util_map.png
Drawn at 2 px/um. 9 x 12 tiles, from white (low) to dark blue (high), 0 to 100% covered.
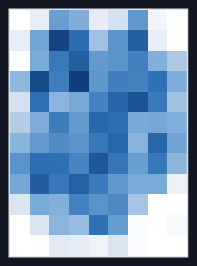
m4.png
Drawn at 3 px/um.
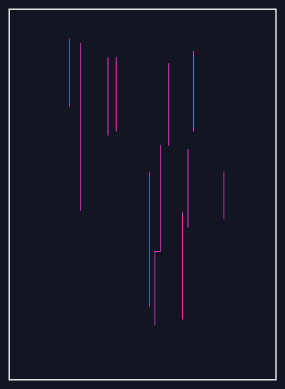
$ cat src/rtl/hangman_game_ctrl_if.sv
// Pin-level bundle between the pad synchronizer side and the hangman sequencer.
// The master drives the pad-facing inputs; the slave (the controller) drives the status outputs.
interface hangman_game_ctrl_if #(
  parameter int WORD_LEN = 5
);
  logic [4:0]          letter_i;
  logic                submit_i;
  logic                new_game_i;
  logic                ready_o;
  logic                hit_o;
  logic                miss_o;
  logic                win_o;
  logic                lose_o;
  logic                beep_o;
  logic [WORD_LEN-1:0] reveal_mask_o;
  logic [3:0]          miss_cnt_o;

  modport master (
    output letter_i, submit_i, new_game_i,
    input  ready_o, hit_o, miss_o, win_o, lose_o, beep_o, reveal_mask_o, miss_cnt_o
  );

  modport slave (
    input  letter_i, submit_i, new_game_i,
    output ready_o, hit_o, miss_o, win_o, lose_o, beep_o, reveal_mask_o, miss_cnt_o
  );
endinterface

$ cat src/rtl/hangman_game_ctrl.sv
// Blind-hangman game sequencer: word setup, per-position guess scan, win/loss with pin-level feedback.
// Optional hit/miss tone on beep_o is built only when HANGMAN_BEEP_EN is defined.
module hangman_game_ctrl #(
  parameter int WORD_LEN   = 5,
  parameter int MAX_MISSES = 6,
  parameter int BEEP_DIV   = 1000,
  parameter int BEEP_LEN   = 50000
) (
  input  logic                 wb_clk_i,
  input  logic                 wb_rst_i,
  hangman_game_ctrl_if.slave   bus
);

  localparam int               IDX_W    = $clog2(WORD_LEN);
  localparam logic [IDX_W-1:0] LAST_IDX = IDX_W'(WORD_LEN - 1);
  localparam logic [3:0]       MISS_MAX = 4'(MAX_MISSES);

  typedef enum logic [2:0] {
    S_SETUP,
    S_PLAY,
    S_SCAN,
    S_RESOLVE,
    S_WON,
    S_LOST
  } state_e;

  // Pad synchronizers and edge detectors
  logic [4:0] letter_s1_q, letter_s2_q;
  logic       submit_s1_q, submit_s2_q, submit_prev_q, submit_edge_q;
  logic       new_game_s1_q, new_game_s2_q, new_game_prev_q, new_game_edge_q;
  logic       letter_valid;

  // Game state
  state_e                    state_q, state_d;
  logic [IDX_W-1:0]          wr_idx_q, wr_idx_d;
  logic [WORD_LEN-1:0][4:0]  word_q, word_d;
  logic [WORD_LEN-1:0]       mask_q, mask_d;
  logic [25:0]               guessed_q, guessed_d;
  logic [3:0]                miss_cnt_q, miss_cnt_d;
  logic [4:0]                guess_q, guess_d;
  logic [IDX_W-1:0]          idx_q, idx_d;
  logic                      found_q, found_d;
  logic                      hit_q, hit_d;
  logic                      miss_q, miss_d;

  // Registered status outputs
  logic ready_q, ready_d;
  logic win_q, win_d;
  logic lose_q, lose_d;

  always_ff @(posedge wb_clk_i or posedge wb_rst_i) begin
    if (wb_rst_i) begin
      letter_s1_q     <= '0;
      letter_s2_q     <= '0;
      submit_s1_q     <= 1'b0;
      submit_s2_q     <= 1'b0;
      submit_prev_q   <= 1'b0;
      submit_edge_q   <= 1'b0;
      new_game_s1_q   <= 1'b0;
      new_game_s2_q   <= 1'b0;
      new_game_prev_q <= 1'b0;
      new_game_edge_q <= 1'b0;
    end else begin
      // NOTE: sequential state always uses <=, so every flop samples pre-edge values and chains shift by one stage.
      letter_s1_q     <= bus.letter_i;
      letter_s2_q     <= letter_s1_q;
      submit_s1_q     <= bus.submit_i;
      submit_s2_q     <= submit_s1_q;
      submit_prev_q   <= submit_s2_q;
      submit_edge_q   <= submit_s2_q & ~submit_prev_q;
      new_game_s1_q   <= bus.new_game_i;
      new_game_s2_q   <= new_game_s1_q;
      new_game_prev_q <= new_game_s2_q;
      new_game_edge_q <= new_game_s2_q & ~new_game_prev_q;
    end
  end

  assign letter_valid = (letter_s2_q < 5'd26);

  // State register
  always_ff @(posedge wb_clk_i or posedge wb_rst_i) begin
    if (wb_rst_i) begin
      // NOTE: word and guessed are plain flop arrays, not RAM, so they clear with the rest and reset matches new_game.
      state_q    <= S_SETUP;
      wr_idx_q   <= '0;
      word_q     <= '0;
      mask_q     <= '0;
      guessed_q  <= '0;
      miss_cnt_q <= '0;
      guess_q    <= '0;
      idx_q      <= '0;
      found_q    <= 1'b0;
      hit_q      <= 1'b0;
      miss_q     <= 1'b0;
      ready_q    <= 1'b1;
      win_q      <= 1'b0;
      lose_q     <= 1'b0;
    end else begin
      state_q    <= state_d;
      wr_idx_q   <= wr_idx_d;
      word_q     <= word_d;
      mask_q     <= mask_d;
      guessed_q  <= guessed_d;
      miss_cnt_q <= miss_cnt_d;
      guess_q    <= guess_d;
      idx_q      <= idx_d;
      found_q    <= found_d;
      hit_q      <= hit_d;
      miss_q     <= miss_d;
      ready_q    <= ready_d;
      win_q      <= win_d;
      lose_q     <= lose_d;
    end
  end

  // Next-state and datapath updates
  always_comb begin
    // NOTE: every target gets its hold value first, so no branch can leave one unassigned and infer a latch.
    state_d    = state_q;
    wr_idx_d   = wr_idx_q;
    word_d     = word_q;
    mask_d     = mask_q;
    guessed_d  = guessed_q;
    miss_cnt_d = miss_cnt_q;
    guess_d    = guess_q;
    idx_d      = idx_q;
    found_d    = found_q;
    hit_d      = hit_q;
    miss_d     = miss_q;

    if (new_game_edge_q) begin
      state_d    = S_SETUP;
      wr_idx_d   = '0;
      word_d     = '0;
      mask_d     = '0;
      guessed_d  = '0;
      miss_cnt_d = '0;
      guess_d    = '0;
      idx_d      = '0;
      found_d    = 1'b0;
      hit_d      = 1'b0;
      miss_d     = 1'b0;
    end else begin
      unique case (state_q)
        S_SETUP: begin
          if (submit_edge_q && letter_valid) begin
            word_d[wr_idx_q] = letter_s2_q;
            if (wr_idx_q == LAST_IDX) begin
              wr_idx_d = '0;
              state_d  = S_PLAY;
            end else begin
              wr_idx_d = wr_idx_q + IDX_W'(1);
            end
          end
        end
        S_PLAY: begin
          if (submit_edge_q && letter_valid) begin
            hit_d  = 1'b0;
            miss_d = 1'b0;
            // A repeated letter only clears the flags; it never costs a miss.
            if (!guessed_q[letter_s2_q]) begin
              guessed_d[letter_s2_q] = 1'b1;
              guess_d                = letter_s2_q;
              idx_d                  = '0;
              found_d                = 1'b0;
              state_d                = S_SCAN;
            end
          end
        end
        S_SCAN: begin
          if (word_q[idx_q] == guess_q) begin
            mask_d[idx_q] = 1'b1;
            found_d       = 1'b1;
          end
          if (idx_q == LAST_IDX) begin
            state_d = S_RESOLVE;
          end else begin
            idx_d = idx_q + IDX_W'(1);
          end
        end
        S_RESOLVE: begin
          if (found_q) begin
            hit_d   = 1'b1;
            state_d = (&mask_q) ? S_WON : S_PLAY;
          end else begin
            miss_d     = 1'b1;
            miss_cnt_d = (miss_cnt_q == MISS_MAX) ? miss_cnt_q : miss_cnt_q + 4'd1;
            if (miss_cnt_d == MISS_MAX) begin
              state_d = S_LOST;
              mask_d  = '1;
            end else begin
              state_d = S_PLAY;
            end
          end
        end
        S_WON, S_LOST: begin
        end
        default: state_d = S_SETUP;
      endcase
    end
  end

  // Status outputs are decoded from the next state so they land in flops with the state.
  always_comb begin
    ready_d = (state_d == S_SETUP) || (state_d == S_PLAY);
    win_d   = (state_d == S_WON);
    lose_d  = (state_d == S_LOST);
  end

  assign bus.ready_o       = ready_q;
  assign bus.hit_o         = hit_q;
  assign bus.miss_o        = miss_q;
  assign bus.win_o         = win_q;
  assign bus.lose_o        = lose_q;
  assign bus.reveal_mask_o = mask_q;
  assign bus.miss_cnt_o    = miss_cnt_q;

`ifdef HANGMAN_BEEP_EN
  localparam int DUR_W = $clog2(4 * BEEP_LEN + 1);
  localparam int DIV_W = $clog2(2 * BEEP_DIV + 1);

  logic [DUR_W-1:0] beep_dur_q;
  logic [DIV_W-1:0] beep_div_q;
  logic [DIV_W-1:0] beep_period_q;
  logic             beep_q;

  always_ff @(posedge wb_clk_i or posedge wb_rst_i) begin
    if (wb_rst_i) begin
      beep_dur_q    <= '0;
      beep_div_q    <= '0;
      beep_period_q <= '0;
      beep_q        <= 1'b0;
    end else if (new_game_edge_q) begin
      beep_dur_q    <= '0;
      beep_div_q    <= '0;
      beep_period_q <= '0;
      beep_q        <= 1'b0;
    end else if (state_q == S_RESOLVE) begin
      // Game-ending resolves get the long tone; a miss toggles at half the hit pitch.
      beep_dur_q    <= ((state_d == S_WON) || (state_d == S_LOST)) ? DUR_W'(4 * BEEP_LEN)
                                                                   : DUR_W'(BEEP_LEN);
      beep_period_q <= found_q ? DIV_W'(BEEP_DIV) : DIV_W'(2 * BEEP_DIV);
      beep_div_q    <= '0;
      beep_q        <= 1'b1;
    end else if (beep_dur_q != '0) begin
      beep_dur_q <= beep_dur_q - DUR_W'(1);
      if (beep_div_q == beep_period_q - DIV_W'(1)) begin
        beep_div_q <= '0;
        beep_q     <= ~beep_q;
      end else begin
        beep_div_q <= beep_div_q + DIV_W'(1);
      end
      if (beep_dur_q == DUR_W'(1)) begin
        beep_q <= 1'b0;
      end
    end
  end

  assign bus.beep_o = beep_q;
`else
  assign bus.beep_o = 1'b0;
`endif

endmodule

$ cat src/flat_wrapper.sv
// flat-port wrapper written by rule: the top's interface ports become plain ports
module hangman_game_ctrl_flat 
#(
  parameter int WORD_LEN   = 5,
  parameter int MAX_MISSES = 6,
  parameter int BEEP_DIV   = 1000,
  parameter int BEEP_LEN   = 50000
)
  (wb_clk_i, wb_rst_i, bus_letter_i, bus_submit_i, bus_new_game_i, bus_ready_o, bus_hit_o, bus_miss_o, bus_win_o, bus_lose_o, bus_beep_o, bus_reveal_mask_o, bus_miss_cnt_o);
  hangman_game_ctrl_if #(.WORD_LEN(WORD_LEN)) bus_i ();
  input  logic wb_clk_i;
  input  logic wb_rst_i;
  input wire logic [$bits(bus_i.letter_i)-1:0] bus_letter_i;
  input wire logic [$bits(bus_i.submit_i)-1:0] bus_submit_i;
  input wire logic [$bits(bus_i.new_game_i)-1:0] bus_new_game_i;
  output wire logic [$bits(bus_i.ready_o)-1:0] bus_ready_o;
  output wire logic [$bits(bus_i.hit_o)-1:0] bus_hit_o;
  output wire logic [$bits(bus_i.miss_o)-1:0] bus_miss_o;
  output wire logic [$bits(bus_i.win_o)-1:0] bus_win_o;
  output wire logic [$bits(bus_i.lose_o)-1:0] bus_lose_o;
  output wire logic [$bits(bus_i.beep_o)-1:0] bus_beep_o;
  output wire logic [$bits(bus_i.reveal_mask_o)-1:0] bus_reveal_mask_o;
  output wire logic [$bits(bus_i.miss_cnt_o)-1:0] bus_miss_cnt_o;
  assign bus_i.letter_i = bus_letter_i;
  assign bus_i.submit_i = bus_submit_i;
  assign bus_i.new_game_i = bus_new_game_i;
  assign bus_ready_o = bus_i.ready_o;
  assign bus_hit_o = bus_i.hit_o;
  assign bus_miss_o = bus_i.miss_o;
  assign bus_win_o = bus_i.win_o;
  assign bus_lose_o = bus_i.lose_o;
  assign bus_beep_o = bus_i.beep_o;
  assign bus_reveal_mask_o = bus_i.reveal_mask_o;
  assign bus_miss_cnt_o = bus_i.miss_cnt_o;
  hangman_game_ctrl #(.WORD_LEN(WORD_LEN), .MAX_MISSES(MAX_MISSES), .BEEP_DIV(BEEP_DIV), .BEEP_LEN(BEEP_LEN)) u_core (.wb_clk_i(wb_clk_i), .wb_rst_i(wb_rst_i), .bus(bus_i));
endmodule
$ cat config.mk
export PLATFORM = sky130hd
export DESIGN_NAME = hangman_game_ctrl_flat
export DESIGN_NICKNAME = d
export VERILOG_FILES = /design/src/rtl/hangman_game_ctrl_if.sv /design/src/rtl/hangman_game_ctrl.sv /design/src/flat_wrapper.sv
export SDC_FILE = /design/constraint.sdc
export NUM_CORES = 1
export LEC_CHECK = 0
export CORE_ASPECT_RATIO = 1.4
export CORE_MARGIN = 1
export CORE_UTILIZATION = 45
export DETAILED_ROUTE_END_ITERATION = 10
export GPL_TIMING_DRIVEN = 1
export PLACE_DENSITY = 0.71
export RECOVER_POWER = 25
export SLEW_MARGIN = 10
export SYNTH_ARGS = -nofsm -noshare
export SYNTH_HDL_FRONTEND = slang
export SYNTH_SLANG_ARGS = --single-unit
$ cat constraint.sdc
create_clock -name wb_clk_i -period 7.05 [get_ports wb_clk_i]
set_input_delay 0.705 -clock wb_clk_i [delete_from_list [all_inputs] [get_ports wb_clk_i]]
set_output_delay 0.705 -clock wb_clk_i [all_outputs]
set_load 0.02 [all_outputs]
==> Slide: Implementation Results <==
Run Summary

Status
  • Outcome: finished, final reports clean

Synth
  • Synth Instances: around 450
  • Chip Area, Yosys: 4705 sq um
  • Yosys Instances: roughly 450
  • Synth flops: 98
  • Top post-synthesis cells by count: 97 x dfrtp_1, 45 x nor2_1, 36 x a21oi_1, 35 x mux2i_1, 26 x nand2_1
  • Count of library flops with an enable pin: 0
  • Simple-gate portion of the synthesized area: ~16%
  • Dominant comb cell: simple AND/OR/NAND/NOR gates

GRT
  • First-pass GRT wire length: 16.70 mm
  • Largest net degree at the start of global routing: 82
  • Initial antenna violation count: 0
  • Number of global-route vias before repair: 3435

Setup path
  • Critical Path, Cell by Cell: o211ai_1, and3_1, nor2b_1, and3_1, mux2i_1, nor2_1
  • CP Launch Type: flop
  • Crit path kind: reg -> reg
  • Worst path bufs/invs: 0
  • FF-to-FF path depth: 6
  • Critical Path Fanout Max: 23

Power and ir drop
  • Sequential power: 605 uW
  • Sw Ratio: about a quarter
  • Max power group: sequential cells
  • Clock network power share: 39.8%

STA
  • Fmax: 343.9 MHz
  • Hold Vio Cnt, Final: 0
  • Final worst setup slack: between 4 and 5 ns
  • RSZ-0062 raised after global routing: false
  • Final setup violation count: 0
  • Tcrit/Tclk final: between 40 and 50%

CTS
  • # hold bufs at CTS: 0
  • CTS tree: yes
  • Post_cts resized: 0
  • Clock buffer count from CTS: 9

Layout
  • Top cell excl fill/tap: dfrtp_1
  • Layout cells sized above 1: 7.095%

Min path
  • Cell count of the worst hold path: 0

Route
  • Via density: 5.747
  • Drt pass-1 iters: 4

Place
  • Placed wire-length estimate: 6.645 mm
Back to the opening pictures, util_map.png:
15% of the tiles are over 75% full. The fullest tile reaches 94%. The emptiest ninth of the die: south-east.

Back to the opening pictures, m4.png:
The layer holds 3.7% of the routed length. 9 nets have wire on it. The longest straight run is 55.8 um.
final WL: 9.968 mm
DR vias: 3368

[cell type report]
class                      count  area, sq um  share of cell area, %
clock buffer                  12        256.5                  4.893
clock inverter                 4        26.28                 0.5012
inverter                      15        57.56                  1.098
multi-input combinational    298         2043                  38.97
sequential                    98         2455                  46.83
tap                          135        168.9                  3.222
timing repair buffer          24        235.2                  4.487
[registers in the layout (all words and copies together), names as in the netlist, 3 cells and up]
| register | count |
|---|---|
| u_core.bus.miss_cnt_o | 4 |
| u_core.guess_q | 5 |
| u_core.state_q | 3 |
| u_core.word_q | 25 |
| u_core.letter_s1_q | 5 |
| u_core.bus.reveal_mask_o | 5 |
| u_core.idx_q | 3 |
| u_core.wr_idx_q | 3 |
| u_core.guessed_q | 26 |
| u_core.letter_s2_q | 5 |
Power and IR drop assume default switching activity.
